==> config.mk <==
export PLATFORM = sky130hd
export DESIGN_NAME = adc_idelay_ctrl
export DESIGN_NICKNAME = d
export VERILOG_FILES = /design/src/rtl/adc_dly_pkg.sv /design/src/rtl/adc_idelay_ctrl.sv
export SDC_FILE = /design/constraint.sdc
export NUM_CORES = 1
export LEC_CHECK = 0
export CAP_MARGIN = 0
export CORE_ASPECT_RATIO = 1.5
export CORE_MARGIN = 1.5
export CORE_UTILIZATION = 50
export CTS_BUF_LIST = sky130_fd_sc_hd__clkbuf_4
export DETAILED_ROUTE_END_ITERATION = 8
export PLACE_DENSITY = 0.95
export SLEW_MARGIN = 5
export SYNTH_ARGS = -nofsm -noshare
export SYNTH_HDL_FRONTEND = slang
export SYNTH_SLANG_ARGS = --single-unit
==> constraint.sdc <==
create_clock -name aclk -period 6.1 [get_ports aclk]
set_clock_uncertainty 0.1 [all_clocks]
set_input_delay 0.915 -clock aclk [delete_from_list [all_inputs] [get_ports aclk]]
set_output_delay 0.915 -clock aclk [all_outputs]
set_load 0.005 [all_outputs]
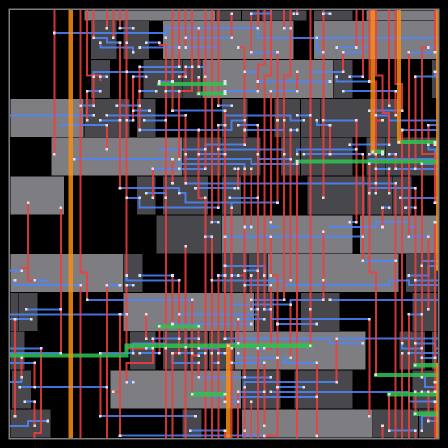
*A small window of the routed layout*
Region (33, 85) to (63, 115) microns. Cells in gray, sequential cells in the stronger gray; small squares are vias.
| layer | color |
|---|---|
| met2 | red |
| met4 | orange |
| met1 | blue |
| met3 | green |
most frequent: dfrtp_1 (13), nand2_1 (11), o21ai_0 (10)
sequential cells in the window: 13
cells with their middle in the window: 61

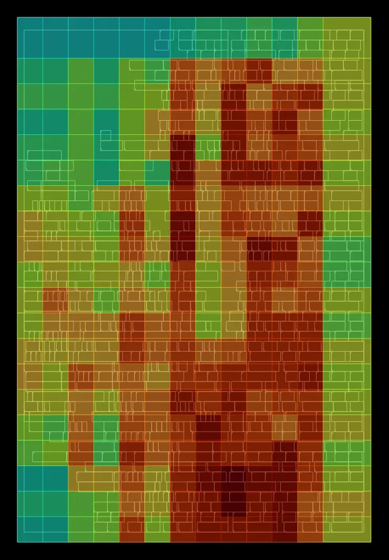
*Routing congestion map*
GR peak layer: met2
utilization after layout: 0.7284
met1 usage in global routing: 0.3689
WL per Instance: 23.71 microns

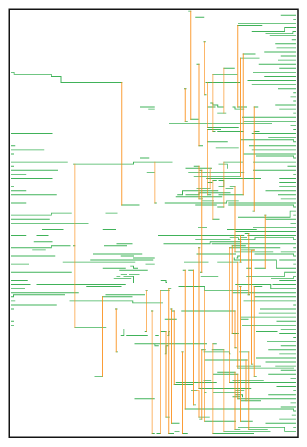
*Wiring by layer*
Scale: 3 px per micron. Two of the layers only.
| layer | color | wire length |
|---|---|---|
| met4 | orange | 1450 microns |
| met3 | green | 2500 microns |
DRT Wirelength: 23.21 mm
vias: 6227
gr usage total: 0.3432

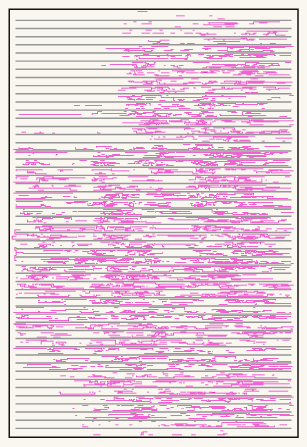
*Signal wires on met1*
Scale: 3 px per micron. Supply wires on this layer in gray.
main direction: horizontal
wire length on this layer: 7450 microns
share of all routed wire: 32%

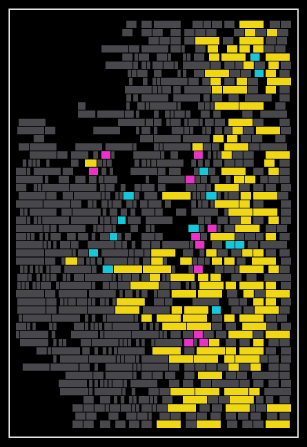
*Gate families picked out*
Scale: 3 px per micron.
| family | color | cells |
|---|---|---|
| XOR/XNOR gates | magenta | 11 |
| multiplexers | yellow | 121 |
| AND-OR and OR-AND gates | cyan | 13 |
top logic cell by instance count in the layout: clkdlybuf4s50_1
final std cells w/o fill: 979

==> flow_summary.ini <==
; synthesis and place-and-route metrics
[outcome]
outcome = completed

[logic_synthesis]
synth-warning-count = 0
edf_count = 0
ys_area_sq_um = 6456
synth_top_cell_by_area = dfrtp_1
netlist_instances = 597
synth-xor-area-share = 0.01492
top_logic_kind = multiplexers
yosysCellCount = 597
synth.cell_area_sq_um = 6456
ys_sh_adder = 0.01357
flop_cell = dfrtp_1
ys_seq_share = 0.3754
synth_nets = 780
top_area_frac = 0.3062
yosys.area_share.simple = 0.1426
mux_share = 0.3190
netlist_top_cells_area = dfrtp_1 (31%), mux4_2 (20%), mux2i_1 (8.1%)
synth.cellmix.compoundShare = 0.09535
synth_cell_types = 59
avgSynthCellArea_sq_um = 10.81
ys.flops = 96
async_reset_ff_frac = 1.000

[finish]
syn2layout_area_growth_pct = 41.16
layout.area.comb_sq_um = 3786
nets = 1000
nFillCells = 849
drive_gt1_frac = 0.1387
final-seq-area_sq_um = 2427

[clock_tree]
cts_root_buf = clkbuf_4
cts.sinks = 96
cts_buffers = 9
htreeDepth = 3
path_clk_slew_ns = 0.21
cts_tree = yes
ctsHoldBuffers = 0
clock.latency.late_pin_ns = 0.50
cts.path.max_buffers = 2
cts_resized = 0
post-cts-setup-buffers = 0

[timing]
fmax_mhz = 245.7
relSlewSlack = 0.2577
tns_ns = 0
fin_ws_ns = 2.031
period_used_share = 0.6671
finalHoldViolCount = 0
rsz0062_at_grt = false
slew_violations = 0
fin_crit_ns = 4.069
worstMarginPinSlew_ns = 1.104
report.final.setup_viol = 0

[global_route]
antenna_found_initial = 1
met2_usage = 0.5838
grt_pass1_wl_mm = 34.76
grt_overflow = 0
grt_max_degree = 78
grt_pass1_vias = 6445
grtUsageMet3 = 0.09402

[setup_path]
worst_ep_required_time_ns = 6.38
cp-end-kind = flop
reg2reg_slack_ns = 2.03
crit_path_frequent_cell = mux4_1
reg2reg_depth = 7
worstPathCellList = mux4_1 > mux4_1 > a221o_1 > a32oi_1 > inv_1 > nand2_1 > nor2_1
slowest_delay_ns = 1.10
critPathArrivalTime_ns = 4.35
critical-path-top-delay-family = multiplexers
cp-start-kind = flop
worst-path-buf-inv = 1
worst-path-max-fanout = 24
path_class = flop to flop
slowest_stage = dfrtp_1
cp.depth = 7

[floorplan]
initCoreUtil = 0.5160
rows = 50
core_area_sq_um = 12510
die_h_microns = 142.2
die_width_microns = 95.78
pin_count = 244
dieArea_sq_um = 13620

[placed_design]
hpwl_mm = 17.70
dpl_worst_slack_ns = 2.129
io_buffer_count = 243
globalplace.congestion = 0.8753

[routing]
drt-initial-drc-count = 669
wl_met2_mm = 11.81
wl_met1_mm = 7.448
ant_nets = 0
wl_met3_mm = 2.504
vias_per_cell = 6.361
drcViolationCount = 0
dr.max_layer_used = met4
drtPass1Iterations = 8

[power_and_ir_drop]
powerDensity_nw_per_um2 = 330.0
vdd_drop_max_uv = 305.2
p_leak_nw = 3.688
p_total_w = 0.003008

[min_path]
hold_path.class = input pin to asynchronous set/reset pin

[run]
tool_warnings = 30
drv_cap = 0
power breakdown:
part           switching (W)  internal (W)
clock network       0.000267      0.000106
logic               0.000830      0.000789
registers           0.000244      0.000772
total                0.00134       0.00167
final cells by class:
type                    count  share of cell area
flip-flops and latches     96              0.2663
well taps                 156             0.02142
repair buffers            249              0.2710
clock buffers               9            0.007414
inverters                  21            0.008649
clock inverters             7            0.009473
multi-input cells         440              0.4154
diodes                      1           0.0002746
metrics by stage:
step	hold slack [ns]	instance area, sq um	std cells	utilization
after CTS	0.1523	9111	978	0.7282
after detailed placement	0.3688	8957	962	0.7159
after floorplan	0.3373	6456	597	-
final	0.1699	9114	979	0.7284
after global placement	0.3510	8957	962	0.7159
after global routing	0.1673	9114	979	0.7284
cell families after synthesis:
logic type | count (synthesis)
AOI/OAI and AO/OA | 87
xor gates and xnor gates | 11
adders and majority gates | 7
buffers and inverters | 61
DFF | 96
muxes | 121
and+or+nand+nor | 214
cells in the mapped netlist, drive strengths merged, types with 2 or more instances:
cell,number
a21oi,11
a221o,2
a221oi,4
a22o,5
a22oi,14
a31o,2
a32oi,2
and3,3
buf,16
clkbuf,24
dfrtp,79
dfstp,17
ha,7
inv,21
mux2,4
mux2i,53
mux4,64
nand2,126
nand2b,4
nand3,9
nand4,4
nor2,39
nor2b,4
nor3,8
nor3b,3
nor4,5
o211ai,2
o21ai,23
o221ai,4
o22ai,2
o31ai,4
o32ai,2
o41ai,3
or2,3
xnor2,6
xor2,5
layout by cell type (no fill, tap or decap), types with 9 or more instances in the layout:
master and n:
a22oi_1 13, dfstp_2 17, dfrtp_1 78, clkdlybuf4s50_1 241
nand3_1 9, o21ai_0 22, mux2i_1 52, inv_1 19
nand2_1 126, clkbuf_4 9, mux4_2 56, nor2_1 38
a21oi_1 11
Power is estimated from default activity; no workload was simulated.
